==> images/clk_routes.png <==
Drawn at 4 px/um.
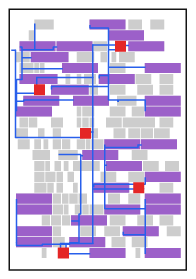
==> images/io_fan.png <==
Drawn at 8 px/um.
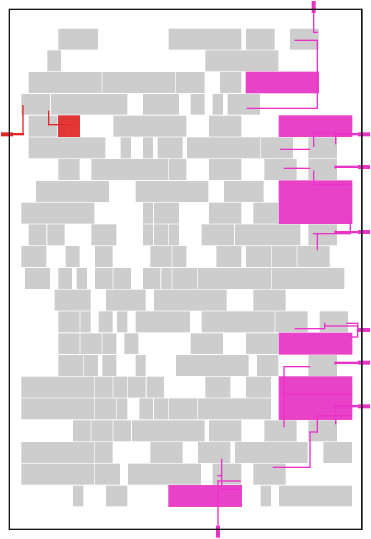
==> images/flops_by_reg.png <==
Drawn at 4 px/um. Other sequential cells in the stronger grey, the rest of the logic in the fainter grey.
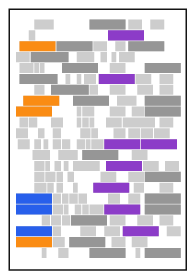
==> images/placement_by_type.png <==
Drawn at 4 px/um.
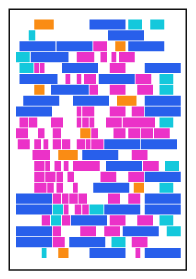
==> images/placement.png <==
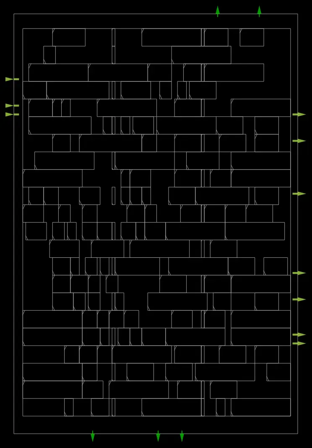
[src/rtl/serial_pkg.sv]
// ============================================================================
// Module : serial_pkg
// Brief  : Shared FSM encodings and default framing parameters for serial RX/TX
// Rev    : 1.0
// ============================================================================
`default_nettype none

package serial_pkg;

  localparam int DEF_CLKS_PER_BIT = 16;
  localparam int DEF_DATA_BITS    = 8;

  typedef enum logic [2:0] {
    ST_IDLE   = 3'd0,
    ST_START  = 3'd1,
    ST_DATA   = 3'd2,
    ST_PARITY = 3'd3,
    ST_STOP   = 3'd4
  } state_e;

endpackage

`default_nettype wire

[src/rtl/sync_2ff.sv]
// ============================================================================
// Module : sync_2ff
// Brief  : Two-flop synchronizer for a single asynchronous input
// Rev    : 1.0
// ============================================================================
`default_nettype none

module sync_2ff #(
  parameter logic RESET_VAL = 1'b1
) (
  input  logic Clk,
  input  logic Rst,
  input  logic AsyncIn,
  output logic SyncOut
);

  logic r_meta;
  logic r_sync;

  always_ff @(posedge Clk or posedge Rst) begin
    if (Rst) begin
      r_meta <= RESET_VAL;
      r_sync <= RESET_VAL;
    end else begin
      r_meta <= AsyncIn;
      r_sync <= r_meta;
    end
  end

  assign SyncOut = r_sync;

endmodule

`default_nettype wire

[src/rtl/serial_frame_rx.sv]
// ============================================================================
// Module : serial_frame_rx
// Brief  : Serial frame receiver with mid-bit sampling, even parity and stop check
// Rev    : 1.0
// ============================================================================
`default_nettype none

module serial_frame_rx
  import serial_pkg::*;
#(
  parameter int CLKS_PER_BIT = DEF_CLKS_PER_BIT,
  parameter int DATA_BITS    = DEF_DATA_BITS,
  parameter int PARITY_EN    = 1
) (
  input  logic                 Clk,
  input  logic                 Rst,
  input  logic                 D,
  output logic [DATA_BITS-1:0] Data,
  output logic                 Valid,
  output logic                 ParErr,
  output logic                 FrameErr,
  output logic                 Busy
);

  localparam int c_tw = $clog2(CLKS_PER_BIT);
  localparam int c_bw = $clog2(DATA_BITS + 1);
  localparam logic [c_tw-1:0] c_half_m1  = c_tw'(CLKS_PER_BIT / 2 - 1);
  localparam logic [c_tw-1:0] c_full_m1  = c_tw'(CLKS_PER_BIT - 1);
  localparam logic [c_bw-1:0] c_last_bit = c_bw'(DATA_BITS - 1);

  logic                 w_d_s;
  logic                 r_d_prev;
  state_e               r_state;
  state_e               w_state_next;
  logic [c_tw-1:0]      r_timer;
  logic [c_bw-1:0]      r_bit_cnt;
  logic [DATA_BITS-1:0] r_shift;
  logic [DATA_BITS-1:0] w_shift_next;
  logic                 r_par_err;
  logic                 w_fall;
  logic                 w_tick_half;
  logic                 w_tick_full;
  logic                 w_timer_clr;
  logic                 w_shift_en;
  logic                 w_par_en;
  logic                 w_stop_en;
  logic [DATA_BITS-1:0] r_data;
  logic                 r_valid;
  logic                 r_par_out;
  logic                 r_frame_out;

  sync_2ff #(
    .RESET_VAL (1'b1)
  ) u_sync (
    .Clk     (Clk),
    .Rst     (Rst),
    .AsyncIn (D),
    .SyncOut (w_d_s)
  );

  assign w_fall      = r_d_prev & ~w_d_s;
  assign w_tick_half = (r_timer == c_half_m1);
  assign w_tick_full = (r_timer == c_full_m1);

  // Payload arrives LSB first, so new bits enter at the MSB and shift down.
  generate
    if (DATA_BITS == 1) begin : g_shift_one
      assign w_shift_next = w_d_s;
    end else begin : g_shift_multi
      assign w_shift_next = {w_d_s, r_shift[DATA_BITS-1:1]};
    end
  endgenerate

  always_ff @(posedge Clk or posedge Rst) begin
    if (Rst) begin
      r_state <= ST_IDLE;
    end else begin
      r_state <= w_state_next;
    end
  end

  always_comb begin
    w_state_next = r_state;
    w_timer_clr  = 1'b0;
    w_shift_en   = 1'b0;
    w_par_en     = 1'b0;
    w_stop_en    = 1'b0;
    case (r_state)
      ST_IDLE: begin
        if (w_fall) begin
          w_state_next = ST_START;
          w_timer_clr  = 1'b1;
        end
      end
      ST_START: begin
        if (w_tick_half) begin
          w_timer_clr  = 1'b1;
          w_state_next = w_d_s ? ST_IDLE : ST_DATA;
        end
      end
      ST_DATA: begin
        if (w_tick_full) begin
          w_timer_clr = 1'b1;
          w_shift_en  = 1'b1;
          if (r_bit_cnt == c_last_bit) begin
            w_state_next = (PARITY_EN != 0) ? ST_PARITY : ST_STOP;
          end
        end
      end
      ST_PARITY: begin
        if (w_tick_full) begin
          w_timer_clr  = 1'b1;
          w_par_en     = 1'b1;
          w_state_next = ST_STOP;
        end
      end
      ST_STOP: begin
        if (w_tick_full) begin
          w_timer_clr  = 1'b1;
          w_stop_en    = 1'b1;
          w_state_next = ST_IDLE;
        end
      end
      default: begin
        w_state_next = ST_IDLE;
      end
    endcase
  end

  always_ff @(posedge Clk or posedge Rst) begin
    if (Rst) begin
      r_d_prev    <= 1'b1;
      r_timer     <= '0;
      r_bit_cnt   <= '0;
      r_shift     <= '0;
      r_par_err   <= 1'b0;
      r_data      <= '0;
      r_valid     <= 1'b0;
      r_par_out   <= 1'b0;
      r_frame_out <= 1'b0;
    end else begin
      r_d_prev <= w_d_s;
      r_valid  <= 1'b0;

      if (w_timer_clr || (r_state == ST_IDLE)) begin
        r_timer <= '0;
      end else begin
        r_timer <= r_timer + 1'b1;
      end

      if (r_state == ST_START) begin
        r_bit_cnt <= '0;
      end else if (w_shift_en) begin
        r_bit_cnt <= r_bit_cnt + 1'b1;
      end

      if (w_shift_en) begin
        r_shift <= w_shift_next;
      end

      if (r_state == ST_START) begin
        r_par_err <= 1'b0;
      end else if (w_par_en) begin
        r_par_err <= (^r_shift) ^ w_d_s;
      end

      // Results are published together with Valid and held until the next frame.
      if (w_stop_en) begin
        r_valid     <= 1'b1;
        r_data      <= r_shift;
        r_par_out   <= (PARITY_EN != 0) ? r_par_err : 1'b0;
        r_frame_out <= ~w_d_s;
      end
    end
  end

  assign Data     = r_data;
  assign Valid    = r_valid;
  assign ParErr   = r_par_out;
  assign FrameErr = r_frame_out;
  assign Busy     = (r_state != ST_IDLE);

endmodule

`default_nettype wire
[config.mk]
export PLATFORM = sky130hd
export DESIGN_NAME = serial_frame_rx
export DESIGN_NICKNAME = d
export VERILOG_FILES = /design/src/rtl/serial_pkg.sv /design/src/rtl/sync_2ff.sv /design/src/rtl/serial_frame_rx.sv
export SDC_FILE = /design/constraint.sdc
export NUM_CORES = 1
export LEC_CHECK = 0
export CORE_ASPECT_RATIO = 1.5
export CORE_MARGIN = 1
export CORE_UTILIZATION = 59
export CTS_CLUSTER_SIZE = 16
export DETAILED_ROUTE_END_ITERATION = 12
export HOLD_SLACK_MARGIN = 0.03
export PLACE_DENSITY = 0.82
export RECOVER_POWER = 100
export SETUP_SLACK_MARGIN = 0.3
export SLEW_MARGIN = 20
export SYNTH_ARGS = -nofsm -noshare
export SYNTH_HDL_FRONTEND = slang
export SYNTH_HIERARCHICAL = 1
export SYNTH_SLANG_ARGS = --single-unit
[constraint.sdc]
create_clock -name Clk -period 2.4 [get_ports Clk]
set_input_delay 0.48 -clock Clk [delete_from_list [all_inputs] [get_ports Clk]]
set_output_delay 0.48 -clock Clk [all_outputs]
set_load 0.05 [all_outputs]
==> results.txt <==
Status: complete, no violations
DIE AREA: 0.00285 mm^2
CTS Buf Count: 5
Switching part of the total: 30.4%
Logic inverters: 4
M1 WL: 1020 um
DRC viols: 0
CP delay by family, top: buffers and inverters
FF-to-FF Start: r_timer[0]
Top Layer Used: met4
Met3 Track Usage GR: 6.69%
Startpoint Class: flip-flop
Clock-pin slew on the worst setup and hold paths: 0.10 ns
Seq pwr share: 51.4%
ClkCell Share: 4.55%
Clock buf count: 8
Post-synth top area cell: dfrtp_1
Die Y-Extent: 64.8 um
CTS tree: built
P_comb: 0.000265 W
FF-to-FF End: Data[6]
Tool warnings: 26
Simple-Gate Area Share: 13.6%
Max-area cell share: 50.0%
Critical Path Stages: 1
Comb. cell area: 601 um^2
Reg2reg path depth: 4
Fraction of area in multi-input gates: 34.7%
Mapped Cells: 119
VDD IR max: 0.000678 V
Most instantiated logic cell after routing: dfrtp_1
Max cap viols: 0
Max Root-Sink Buffers: 2
Combinational share of power: 19.8%
Highest-power group: registers
Final setup violation count: 0
DR pass1 iterations: 6
WL final: 2480 um
DP HPWL: 1720 um
Part of the cycle the worst path needs: 85.5%
Worst-path fanout max: 2
Post-CTS Setup Bufs: 0
Synthesized registers: 34
RSZ-0062 raised after global routing: no
Flop area: 855 um^2
Total power: 0.00134 W
Setup tns final: 0 ns
Compound Share, Synth: 3.55%
NetSw: 0.000408 W
Worst setup EP type: output port
Vias: 928
Share of cells above drive strength 1: 18.0%
Placed inst area: 0.00171 mm^2
HP Class: reg2reg
Worst path arrival time: 1.57 ns
Async SR Flop Fraction: 100%
GRT overflow: 0
CP max stage delay: 0.87 ns
Cts repair resizes: 3
Most numerous cell in the Yosys netlist: dfrtp_1
Area grow syn2layout: 11.6%
Leakage dissipation: 0.914 nW
Layout buffering overhead excluding clock cells: 8.88%
Fmax: 0.487 GHz
Chip width: 43.9 um
Largest net degree at the start of global routing: 33
# port buffers: 14
Min-delay src: u_sync/r_meta
Top logic family: multiplexers
Hold EP: u_sync/SyncOut
Avg Inst Size Synth: 13.0 um^2
Nonclk buf count: 17
Row count: 22
Yosys stat chip area: 0.00155 mm^2
Top cells, area: dfrtp_1 (50%), mux2_2 (7.3%), mux2_4 (6.8%), dfstp_2 (5.1%), xor2_1 (4.5%)
# clock sinks: 34
Worst endpoint required time: 1.92 ns
Util after Layout: 69.9%
Global-route wire length before repair: 4330 um
Post-route ant nets: 0
Hold depth: 0
Area share of xor/xnor cells in the synthesized design: 8.22%
Synth warn: 6
Largest class: flip-flops and latches
Final Skew: 0.00343 ns
Ant diodes: 0
Number of vias per cell: 5.69
Vias in the first global route: 982
Fin crit period: 2.05 ns
Met2 Resource Use GR: 38.8%
Met1 usage: 21.4%
Initial antenna violation count: 0
Clk ins delay skew pair: 0.34 ns
Netlist cell types: 36
Pwr Density: 774 mW/mm^2
Iter 0 DRT Violations: 27
Total track usage: 21.8%
Nets: 143
Setup crit end: Data[0]
P_int: 0.000933 W
Bufs and invs on worst path: 1
Post-Layout Inst Area: 0.00173 mm^2
H-tree Lvls: 2
#MultiIn Comb: 76
Final hold vios: 0
Fillers: 172
Count of library flops with an enable pin: 0
Sequential-to-total area share from yosys stat: 55.0%
IO Count: 15
Routed len/inst: 15.2 um
Post-synthesis instance area: 0.00155 mm^2
TAP cells: 24
Worst setup path start: Data[0]
Adder Share, Synth: 1.61%
Synth Flop Type: dfrtp_1
MUX share of area: 14.7%
Busiest grt layer: met2
Slew HR: 49.0%
Ys cells: 119
Clock net power: 0.000387 W
Hold buffer count at CTS: 0
Clock network fraction of total power: 28.9%
Top Layout Cells: dfrtp_1 (31), dlygate4sd3_1 (13), mux2_2 (10), xor2_1 (8), mux2_1 (7)
Slew @ Worst Pin: 0.765 ns
Pre-CTS setup slack: 0.378 ns
Seq/total area: 49.3%
Metal3 WL: 80 um
Top cells by count, synth: dfrtp_1 (31), mux2_2 (10), xor2_1 (8), mux2_4 (7), nor2_1 (6)
Placed Cells: 155
Post-Syn Nets: 124
WL met2: 1310 um
CTS root buffer: clkbuf_4
CP max-delay cell: dlygate4sd3_1
GP Congestion: 0.808
Fin. max-slew vios: 0
FP Core Util: 62.7%
Flop-to-flop setup slack: 0.43 ns
Crit-path cells: dlygate4sd3_1
Hold WS: 0.368 ns
About clk_routes.png:
[purple] flip-flops | count: 34
[blue] clock wires | length: 411 um
[red] clock drivers | count: 5
routed clock nets	6
flops lie	spread over the die

About io_fan.png:
colour	port	direction	edge	end cells	buffers	wire
red	`Rst`	input	left	2	1	9.40 um
magenta	`Data`	output	6 right, 1 top, 1 bottom	8	8	133 um

About flops_by_reg.png:
colour	name in the netlist	flops
blue	`r_state`	3
orange	`r_timer`	4
purple	`r_shift`	8

About placement_by_type.png:
colour	class	cells
orange	clock drivers and dummy loads	8
cyan	remaining buffers and delay cells	17
blue	sequential cells	34
magenta	combinational and other logic	80

About placement.png:
Flops: 34
final non-filler cell total: 163
core box area: 0.00248 mm^2

No activity file was given, so power comes from the tool's default toggle rates.
